### config.mk
export PLATFORM = sky130hd
export DESIGN_NAME = pipeline_hazard_ctrl
export DESIGN_NICKNAME = d
export VERILOG_FILES = /design/src/rtl/pipeline_hazard_ctrl.sv
export SDC_FILE = /design/constraint.sdc
export NUM_CORES = 1
export LEC_CHECK = 0
export CORE_MARGIN = 4
export CORE_UTILIZATION = 42
export DETAILED_ROUTE_END_ITERATION = 8
export PLACE_DENSITY = 0.71
export RECOVER_POWER = 100
export SYNTH_ARGS = -nofsm -noshare
export SYNTH_HDL_FRONTEND = slang
export SYNTH_SLANG_ARGS = --single-unit
### constraint.sdc
create_clock -name clk_i -period 2.15 [get_ports clk_i]
set_input_delay 0.3225 -clock clk_i [delete_from_list [all_inputs] [get_ports clk_i]]
set_output_delay 0.3225 -clock clk_i [all_outputs]
set_load 0.01 [all_outputs]
### src/rtl/pipeline_hazard_ctrl.sv
// -----------------------------------------------------------------------------
// pipeline_hazard_ctrl
//   Central stall/flush sequencer for the 5-stage pipeline. Combines load-use
//   hazard flags from the rs1/rs2 operand forwarders, the EX-stage redirect and
//   the MEM-stage data-memory handshake into per-stage stall, ID flush and EX
//   bubble controls. Also keeps saturating stall/flush cycle counters and a
//   sticky data-memory timeout flag.
//
// Ports
//   clk_i            core clock, rising edge
//   rst_ni           asynchronous active-low reset
//   lu_hazard_rs1_i  load-use hazard from the rs1 forwarder
//   lu_hazard_rs2_i  load-use hazard from the rs2 forwarder
//   ex_redirect_i    taken branch/jump resolved in EX this cycle
//   mem_req_i        MEM holds a load/store issued to dmem this cycle
//   mem_ack_i        dmem completes the MEM access this cycle
//   if_stall_o       hold PC and IF/ID
//   id_stall_o       hold ID/EX inputs
//   ex_stall_o       hold EX/MEM
//   mem_stall_o      hold MEM/WB
//   id_flush_o       invalidate IF/ID on the next edge
//   ex_bubble_o      load a NOP into ID/EX on the next edge
//   mem_timeout_o    sticky: dmem did not answer within TIMEOUT_CYC cycles
//   stall_cnt_o      saturating count of cycles with if_stall_o=1
//   flush_cnt_o      saturating count of cycles with id_flush_o=1
//   dbg_state_o      current FSM state (RUN=0, MEM_WAIT=1, TIMEOUT=2)
//
// Memory handshake: mem_req_i marks a dmem access held in MEM; the access
// completes in the first cycle where mem_req_i and mem_ack_i are both high
// (the request cycle itself or any later MEM_WAIT cycle). An ack without a
// request in RUN carries no meaning and is ignored.
// -----------------------------------------------------------------------------
module pipeline_hazard_ctrl #(
  parameter int TIMEOUT_CYC = 256,
  parameter int CNT_W       = 32
) (
  input  logic             clk_i,
  input  logic             rst_ni,
  input  logic             lu_hazard_rs1_i,
  input  logic             lu_hazard_rs2_i,
  input  logic             ex_redirect_i,
  input  logic             mem_req_i,
  input  logic             mem_ack_i,
  output logic             if_stall_o,
  output logic             id_stall_o,
  output logic             ex_stall_o,
  output logic             mem_stall_o,
  output logic             id_flush_o,
  output logic             ex_bubble_o,
  output logic             mem_timeout_o,
  output logic [CNT_W-1:0] stall_cnt_o,
  output logic [CNT_W-1:0] flush_cnt_o,
  output logic [1:0]       dbg_state_o
);

  typedef enum logic [1:0] {
    RUN      = 2'd0,
    MEM_WAIT = 2'd1,
    TIMEOUT  = 2'd2
  } state_e;

  // Wide enough to hold TIMEOUT_CYC itself; the counter never exceeds it.
  localparam int WAIT_W = (TIMEOUT_CYC > 0) ? $clog2(TIMEOUT_CYC + 1) : 1;
  localparam logic [WAIT_W-1:0] WAIT_LIM = WAIT_W'(TIMEOUT_CYC);

  state_e              state_q, state_d;
  logic [WAIT_W-1:0]   wait_q, wait_d;
  logic [CNT_W-1:0]    stall_cnt_q, flush_cnt_q;

  logic if_stall, id_stall, ex_stall, mem_stall, id_flush, ex_bubble;
  logic lu_hazard;

  assign lu_hazard = lu_hazard_rs1_i | lu_hazard_rs2_i;

  always_comb begin
    state_d   = state_q;
    wait_d    = wait_q;
    if_stall  = 1'b0;
    id_stall  = 1'b0;
    ex_stall  = 1'b0;
    mem_stall = 1'b0;
    id_flush  = 1'b0;
    ex_bubble = 1'b0;
    case (state_q)
      RUN: begin
        if (mem_req_i && !mem_ack_i) begin
          {if_stall, id_stall, ex_stall, mem_stall} = 4'b1111;
          state_d = MEM_WAIT;
          wait_d  = WAIT_W'(1);
        end else if (ex_redirect_i) begin
          // Squash the ID instruction; any load-use flag belongs to it.
          id_flush  = 1'b1;
          ex_bubble = 1'b1;
        end else if (lu_hazard) begin
          // Hold IF/ID, let the load move on to MEM behind a bubble.
          if_stall  = 1'b1;
          id_stall  = 1'b1;
          ex_bubble = 1'b1;
        end
      end
      MEM_WAIT: begin
        if (mem_ack_i) begin
          // Access retires; the frozen EX/ID hazards are serviced now.
          state_d = RUN;
          wait_d  = '0;
          if (ex_redirect_i) begin
            id_flush  = 1'b1;
            ex_bubble = 1'b1;
          end else if (lu_hazard) begin
            if_stall  = 1'b1;
            id_stall  = 1'b1;
            ex_bubble = 1'b1;
          end
        end else begin
          {if_stall, id_stall, ex_stall, mem_stall} = 4'b1111;
          if (TIMEOUT_CYC != 0) begin
            if (wait_q >= WAIT_LIM) state_d = TIMEOUT;
            else                    wait_d  = wait_q + WAIT_W'(1);
          end
        end
      end
      TIMEOUT: begin
        {if_stall, id_stall, ex_stall, mem_stall} = 4'b1111;
      end
      default: begin
        state_d = RUN;
      end
    endcase
  end

  // Controls are forced low while reset is asserted, independent of the clock.
  assign if_stall_o  = if_stall  & rst_ni;
  assign id_stall_o  = id_stall  & rst_ni;
  assign ex_stall_o  = ex_stall  & rst_ni;
  assign mem_stall_o = mem_stall & rst_ni;
  assign id_flush_o  = id_flush  & rst_ni;
  assign ex_bubble_o = ex_bubble & rst_ni;

  always_ff @(posedge clk_i or negedge rst_ni) begin
    if (!rst_ni) begin
      state_q     <= RUN;
      wait_q      <= '0;
      stall_cnt_q <= '0;
      flush_cnt_q <= '0;
    end else begin
      state_q <= state_d;
      wait_q  <= wait_d;
      if (if_stall_o && (stall_cnt_q != '1)) stall_cnt_q <= stall_cnt_q + CNT_W'(1);
      if (id_flush_o && (flush_cnt_q != '1)) flush_cnt_q <= flush_cnt_q + CNT_W'(1);
    end
  end

  assign mem_timeout_o = (state_q == TIMEOUT);
  assign stall_cnt_o   = stall_cnt_q;
  assign flush_cnt_o   = flush_cnt_q;
  assign dbg_state_o   = state_q;

endmodule

==> notes.md <==
Implementation progress

The run finished with clean final reports. The sum of buffers and inverters on the critical path stands at 4. Adding up every negative setup slack in the final design gives 0 ps. The chip width stands at 103 µm. TritonCTS built the clock tree. In the finished design the tool counted flip-flops and latches totalling 75. In the final design, more cell area goes to sequential cells than to any other class. The global routing usage on met2 stands at 27.0%. STA classifies the critical path endpoint as an output port. The post-route worst hold slack stands at 383 ps. The clock slew seen by the registers of the worst setup and hold paths stands at 70 ps. The final report gives the standard cell area, fillers excluded, as 5060 µm². The compound-cell area share of the yosys netlist stands at 5.80%. The cell area after technology mapping stands at 3820 µm². The number of buffers on the longest clock path stands at 2. The global router's overall resource usage stands at 17.6%. Yosys mapped a number of flops with a built-in enable equal to 0.

After synthesis, flip-flops and latches occupy 49.2% of the total area. The most common logic cell in the final layout is sky130_fd_sc_hd__dfrtp_1. The net switching power stands at 1.10 mW. The internal reg-to-reg setup slack stands at 140 ps.

For the pin with the worst max-slew slack, the measured transition is 990 ps. In the final report, the number of pins over their slew limit comes to 0. 0 antenna diodes ended up in the layout. The normalized max-slew margin stands at 34.0%. After clock tree synthesis, the repair step resized 11 gates.

The chip area stands at 10700 µm². Per the post-synthesis stats, the area per cell is 10.8 µm². The routed layout has 3123 vias. The share of Yosys cell area claimed by the top area cell type stands at 49.2%.

Across the placement rows, the number of tap cells is 108. After global routing, the most crowded layer is met2. The row count stands at 34. For reference, full adder, half adder and majority cells occupy 0.983% of the area reported after synthesis. For reference, the critical path cell chain is dlygate4sd3_1, buf_4, nand3b_1, or2_0, inv_1, clkdlybuf4s15_1. The final report gives the core utilization as 57.7%.

The total detailed-routing wirelength stands at 8.82 mm. The number of ordinary inverters in the final layout stands at 4. The initial antenna violation count was 0. Cell internal power was estimated by the tool at 2.41 mW. The critical path starts at rst_ni.

The clock buffer and inverter area fraction after layout stands at 3.54%. Buffers inserted during clock tree synthesis total 9. The die height stands at 103 µm. The iteration count of the initial detailed-routing pass stands at 4. The critical path's slowest stage uses the library cell sky130_fd_sc_hd__dlygate4sd3_1. The clock buffer count in the final layout stands at 11. Setup repair after global routing left no endpoint under its margin. The ratio of routed vias to standard cells stands at 5.45.

The gate count after technology mapping stands at 354. The reported leakage power stands at 2.39 nW. According to the CTS report, the clock sink count is 75. For the worst reg-to-reg path, the startpoint reported by OpenROAD is dbg_state_o[0]$_DFFE_PN0P_.

In this run the top signal layer used is met4. After detailed routing, the met3 layer carries 413 µm of wire. The amount of wire on met2 after detailed routing stands at 4.15 mm. The final net count stands at 470. The synthesis report gives the async set-or-reset register share as 100%. The worst VDD IR drop from the latest analysis is 0.000467 V. Sequential cells make up 37.1% of the cell area. In this run the post-CTS setup repair buffer count came out at 1. By instance count, the leading cell after synthesis is sky130_fd_sc_hd__dfrtp_1. After synthesis, the largest family of logic cells by area is simple AND/OR/NAND/NOR gates. According to the hold report, the worst path is of the in -> async type. The synthesis log from Yosys contains 0 warnings. The share of total power in combinational logic stands at 22.8%. The area added between synthesis and finish stands at 32.5%. The worst endpoint data arrival time stands at 1760 ps. The clock period minus final worst setup slack stands at 2080 ps.

After layout the signal buffers, clock cells excluded, come to 19.6% of cell area. The synthesis report lists the most area-consuming cells as sky130_fd_sc_hd__dfrtp_1 49%, sky130_fd_sc_hd__xnor2_1 10%, sky130_fd_sc_hd__nand4_1 5.4%. The worst path uses 96.7% of the clock period. Detailed placement reports a standard cell area of 4880 µm².

In this run the tool buffered the top-level ports with 79 buffer cells. The final weighted congestion in routability-driven placement stands at 0.810. Global routing used 2.75% of the available met3 tracks. For this run, design rule violations remaining after detail routing come to 0. Per the CTS log, the root buffer master is sky130_fd_sc_hd__clkbuf_8.

Global routing used 25.4% of the available met1 tracks. The net switching share of the total power stands at 31.3%. The number of hold-slack violations in the final timing report stands at 0. The portion of synthesized area spent on multiplexers is 1.44%. The worst setup path is of the in -> out kind. The simple-gate area share of the yosys netlist stands at 26.3%. The clock network is responsible for 28.3% of the overall power.

The worst setup path is launched from a primary input. Summing internal, switching and leakage power gives 3.51 mW.
-- how the worst max path moves through the flow --
stage	end	slack (ps)	depth (start not counted)
after floorplan	flush_cnt_o[30]$_DFFE_PN0P_	230	7
after global placement	id_flush_o	-90	5
after detailed placement	flush_cnt_o[1]$_DFFE_PN0P_	-110	7
after CTS	id_flush_o	40	6
after global routing	mem_stall_o	1	5
final	id_flush_o	70	6
-- power groups by stage --
stage / combinational [mW] / sequential [mW] / clock [mW]
after global routing: 0.897 / 1.75 / 1.07
after CTS: 0.884 / 1.72 / 1.02
after floorplan: 0.382 / 1.77 / 0
after detailed placement: 0.859 / 1.75 / 0
after global placement: 0.834 / 1.75 / 0
final: 0.802 / 1.72 / 0.992
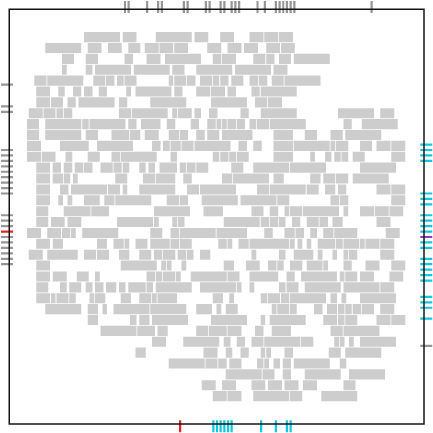
(pin map)
Scale: 4 px per µm. Pins as bars across the die edge, other pins in grey.
[id_flush_o] purple | pins: 1 | direction: output | edge: east
[dbg_state_o] red | pins: 2 | direction: output | edge: 1 south, 1 west
[flush_cnt_o] cyan | pins: 32 | direction: output | edge: 22 east, 10 south
all pins by edge: 24 east, 23 north, 22 west, 11 south

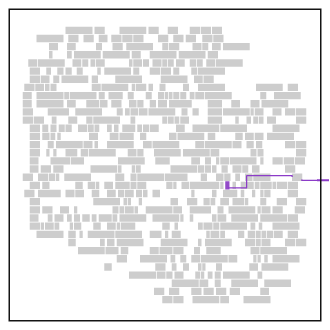
(I/O nets highlighted)
Scale: 3 px per µm.
[id_flush_o] purple | bits: 1 | direction: output | edge: east | end cells: 1 | wire: 31.3 µm

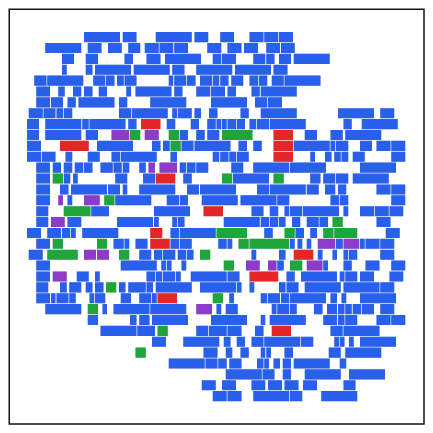
(cell sizes after repair)
Scale: 4 px per µm.
[x6 and larger] red | cells: 13 | share: 2.8% | most used: clkbuf_8
[x3 and x4] green | cells: 28 | share: 6.0% | most used: buf_4
[x2] purple | cells: 16 | share: 3.4% | most used: mux2_2
[x1 and smaller] blue | cells: 408 | share: 88% | most used: dfrtp_1

Power is estimated from default activity; no workload was simulated.
